$ cat config.mk
export PLATFORM = sky130hd
export DESIGN_NAME = lbm_boundary_scanner
export DESIGN_NICKNAME = d
export VERILOG_FILES = /design/src/rtl/lbm_boundary_scanner.sv
export SDC_FILE = /design/constraint.sdc
export NUM_CORES = 1
export LEC_CHECK = 0
export CORE_MARGIN = 1
export CORE_UTILIZATION = 40
export DETAILED_ROUTE_END_ITERATION = 10
export PLACE_DENSITY = 0.66
export REMOVE_ABC_BUFFERS = 1
export SLEW_MARGIN = 0
export SYNTH_ARGS = -nofsm -noshare
export SYNTH_HDL_FRONTEND = slang
export SYNTH_SLANG_ARGS = --single-unit
$ cat constraint.sdc
create_clock -name clk -period 2.55 [get_ports clk]
set_input_delay 0.255 -clock clk [delete_from_list [all_inputs] [get_ports clk]]
set_output_delay 0.255 -clock clk [all_outputs]
set_load 0.01 [all_outputs]
$ cat src/rtl/lbm_boundary_scanner.sv
// lbm_boundary_scanner: walks an NX x NY lattice one node per valid/ready
// handshake, tagging each node with a one-hot boundary class for the
// lid-driven-cavity bounce-back stage and counting wall nodes.
// Optional feature macro: LBM_CORNER_EN adds a registered `corner` output.
`timescale 1ns/1ps

module lbm_boundary_scanner #(
  parameter int NX    = 16,
  parameter int NY    = 16,
  parameter int X_W   = $clog2(NX),
  parameter int Y_W   = $clog2(NY),
  parameter int CNT_W = $clog2(NX*NY+1)
) (
  input  logic             clk,
  input  logic             reset,
  input  logic             start,
  input  logic             out_ready,
  output logic             out_valid,
  output logic [X_W-1:0]   out_x,
  output logic [Y_W-1:0]   out_y,
  output logic             lid,
  output logic             bottom_wall,
  output logic             left_wall,
  output logic             right_wall,
  output logic             fluid,
  output logic             busy,
  output logic             done,
`ifdef LBM_CORNER_EN
  output logic             corner,
`endif
  output logic [CNT_W-1:0] wall_count
);

  // Handshake: a node transfers on any rising edge where out_valid && out_ready.
  // While out_valid is high and out_ready low, every node output is held.
  // out_valid never drops before its node has transferred.

  typedef enum logic [1:0] {
    IDLE = 2'd0,
    SCAN = 2'd1,
    DONE = 2'd2
  } state_t;

  localparam logic [X_W-1:0]   X_LAST  = X_W'(NX - 1);
  localparam logic [Y_W-1:0]   Y_LAST  = Y_W'(NY - 1);
  localparam logic [CNT_W-1:0] CNT_MAX = {CNT_W{1'b1}};

  state_t         state;
  // Class vector ordered {lid, bottom, left, right, fluid}.
  logic [4:0]     cls;
  logic [X_W-1:0] next_x;
  logic [Y_W-1:0] next_y;
  logic           last_node;

  // Strict-priority classification: lid first, so the lid row excludes the
  // two top corners, which fall through to left/right.
  function automatic logic [4:0] classify(input logic [X_W-1:0] cx,
                                          input logic [Y_W-1:0] cy);
    logic [4:0] c;
    if (cx == X_LAST && cy != '0 && cy != Y_LAST) c = 5'b10000;
    else if (cx == '0)                            c = 5'b01000;
    else if (cy == '0)                            c = 5'b00100;
    else if (cy == Y_LAST)                        c = 5'b00010;
    else                                          c = 5'b00001;
    return c;
  endfunction

`ifdef LBM_CORNER_EN
  function automatic logic is_corner(input logic [X_W-1:0] cx,
                                     input logic [Y_W-1:0] cy);
    return (cx == '0 || cx == X_LAST) && (cy == '0 || cy == Y_LAST);
  endfunction
`endif

  // Next coordinate in raster order: x inner, y outer.
  always_comb begin
    next_x    = out_x + 1'b1;
    next_y    = out_y;
    last_node = (out_x == X_LAST) && (out_y == Y_LAST);
    if (out_x == X_LAST) begin
      next_x = '0;
      next_y = out_y + 1'b1;
    end
  end

  // Scan FSM with all node outputs registered.
  always_ff @(posedge clk) begin
    if (reset) begin
      state      <= IDLE;
      out_valid  <= 1'b0;
      busy       <= 1'b0;
      done       <= 1'b0;
      out_x      <= '0;
      out_y      <= '0;
      cls        <= '0;
      wall_count <= '0;
`ifdef LBM_CORNER_EN
      corner     <= 1'b0;
`endif
    end else begin
      case (state)
        IDLE: begin
          done <= 1'b0;
          if (start) begin
            state      <= SCAN;
            out_x      <= '0;
            out_y      <= '0;
            wall_count <= '0;
            busy       <= 1'b1;
            out_valid  <= 1'b1;
            cls        <= classify('0, '0);
`ifdef LBM_CORNER_EN
            corner     <= 1'b1;
`endif
          end
        end
        SCAN: begin
          if (out_valid && out_ready) begin
            if (!cls[0] && wall_count != CNT_MAX) wall_count <= wall_count + 1'b1;
            if (last_node) begin
              state     <= DONE;
              out_valid <= 1'b0;
              busy      <= 1'b0;
              done      <= 1'b1;
              cls       <= '0;
`ifdef LBM_CORNER_EN
              corner    <= 1'b0;
`endif
            end else begin
              out_x <= next_x;
              out_y <= next_y;
              cls   <= classify(next_x, next_y);
`ifdef LBM_CORNER_EN
              corner <= is_corner(next_x, next_y);
`endif
            end
          end
        end
        DONE: begin
          done  <= 1'b0;
          state <= IDLE;
        end
        default: state <= IDLE;
      endcase
    end
  end

  assign lid         = cls[4];
  assign bottom_wall = cls[3];
  assign left_wall   = cls[2];
  assign right_wall  = cls[1];
  assign fluid       = cls[0];

endmodule

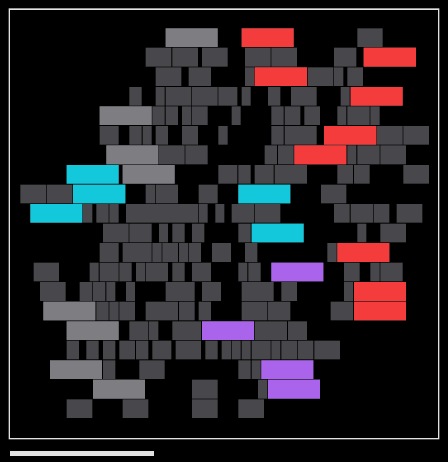
(images/flops_by_reg.png)
Bar = 20 um. Other sequential cells in the stronger grey, the rest of the logic in the fainter grey.
- cyan: `cls` (placed flops 5)
- purple: `out_x` (placed flops 4)
- red: `wall_count` (placed flops 9)
flop share of the area: 31.3%
Post-Route Utilization: 53.5%
sequential logic power: 0.000419 W
register area: 520 um2

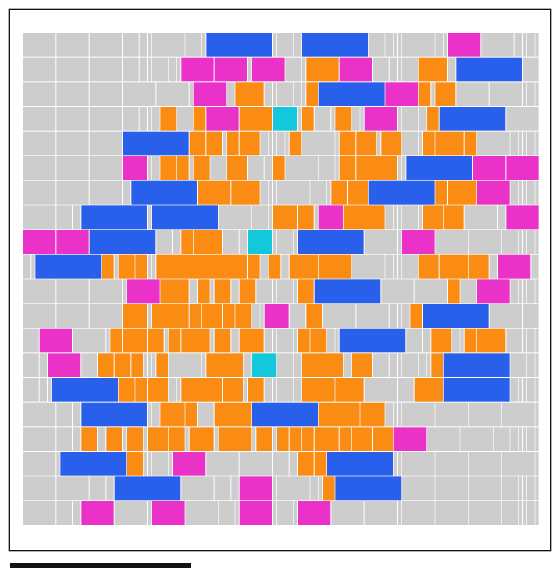
(images/placement_by_type.png)
Bar = 20 um. Fill, decap, tap and diode cells in grey.
- blue: flops (cells 26; share of their area 32%)
- cyan: clock drivers (cells 3; share of their area 1.4%)
- orange: combinational and other logic (cells 121; share of their area 47%)
- magenta: other buffers and delay cells (cells 31; share of their area 19%)
placeable core region: 3100 um2
number of placement rows: 20

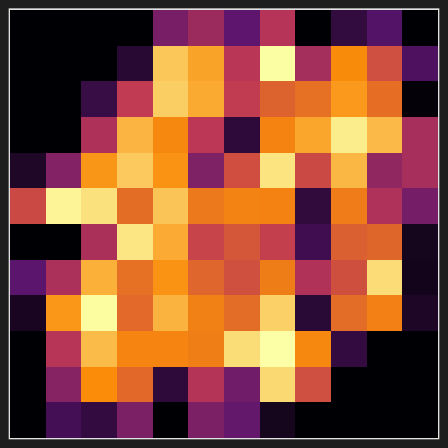
(images/cell_density.png)
The die is cut into 12 by 12 equal tiles; black is low, pale yellow is high, 0 to 100% covered.
- mean over tiles: 45%
- fullest tile: 100%
- tiles over 75% full: 22%
- nearly empty tiles: 20%
- densest ninth of the die: centre
Initial Util: 42.8%

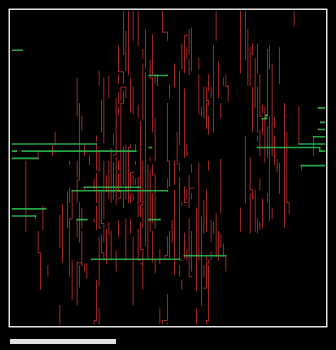
(images/wires.png)
Bar = 20 um. Two of the layers only.
- red: metal 2 (wire length 1400 um)
- green: metal 3 (wire length 145 um)
Routed Wire Length: 2940 um
vias: 1185

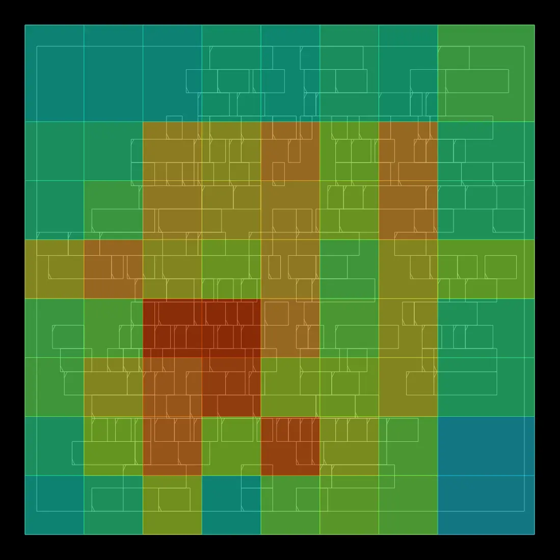
(images/congestion.png)
met2 routing resource usage after global routing: 30.2%
global routing met1 resource utilization: 22.9%

[layout by cell type (no fill, tap or decap), drive strengths merged, types with 2 or more instances in the layout]
master          n
a21oi          12
a22oi           2
a31oi           2
a32oi           2
and3            7
buf             3
clkbuf          3
clkdlybuf4s50  28
dfxtp          26
ha              5
inv             2
nand2          11
nand2b          3
nand3           8
nand3b          2
nand4           4
nor2           24
nor3            5
o211a           2
o21a            2
o21ai           6
or3             2
xor2            7
[report_power, final]
part	switching (W)	internal, W
sequential	0.00000652	0.000412
combinational	0.0000380	0.0000287
clock	0.000120	0.0000555
[flip-flops by register name, indices dropped and copies added (netlist names)]
signal,flops
wall_count,9
cls,5
out_x,4
out_y,4
state,2
busy,1
done,1
==> results.cfg <==
; synthesis and place-and-route metrics
[final_layout]
largest_class = multi-input combinational cells
fin_nets = 192
final.signal_inverter_count = 2
antenna_cells = 0

[logic_synthesis]
netlist_instances = 154
yosys.stat.seqShare_pct = 39.2
synth.mux.area_fraction_pct = 0.754
yosys-stat-cells = 154
yosysTopAreaCellShare_pct = 39.2
aoi_share_pct = 17.7
synth.distinct_cells = 40
synth.yosys.chip_area_um2 = 1330
yosys_most_used_dff = sky130_fd_sc_hd__dfxtp_1
synth_adder_area_share_pct = 4.71

[setup_path]
critical-path-slowest-cell = sky130_fd_sc_hd__dfxtp_1
critPathLaunch = out_x[1]
endpoint_kind = flip-flop
cp_slowest_stage_delay_ps = 470
setup.reg_to_reg.worst_slack_ps = 300
cp-endpoint = cls[4]
critical_path.cell_chain = ha_1 > nand3_2 > nor3_1 > o221a_1 > nor3_1 > a32o_1
critical_path.reg2reg.startpoint = out_x[1]
worst_path_most_repeated_cell = sky130_fd_sc_hd__nor3_1

[route]
met1_length_um = 1340
wl_met3_um = 144
met2_wire_len_um = 1400
route.antenna.remaining_nets = 0
drtIter0Drc = 45
routed.top_layer = met4
avgViaCountPerCell = 5.27

[status]
status = complete, no violations

[floorplan]
n_tap_cell = 44

[cts]
hold_buffers = 0
cts_resized = 0
cts_buffer_depth = 2

[min_path]
hold_path_end = cls[4]
timing.hold.worst.class = reg -> reg
hp-start = cls[4]

[grt]
globalRouteMet3Util_pct = 3.28
number_of_global_route_vias_before_repair = 1095
grt_antenna_before_repair = 0

[placement]
placed_cells = 222

[final_timing]
setup-violations-final = 0
timing_worst_slew_pin_value_ps = 504
Power is estimated from default activity; no workload was simulated.
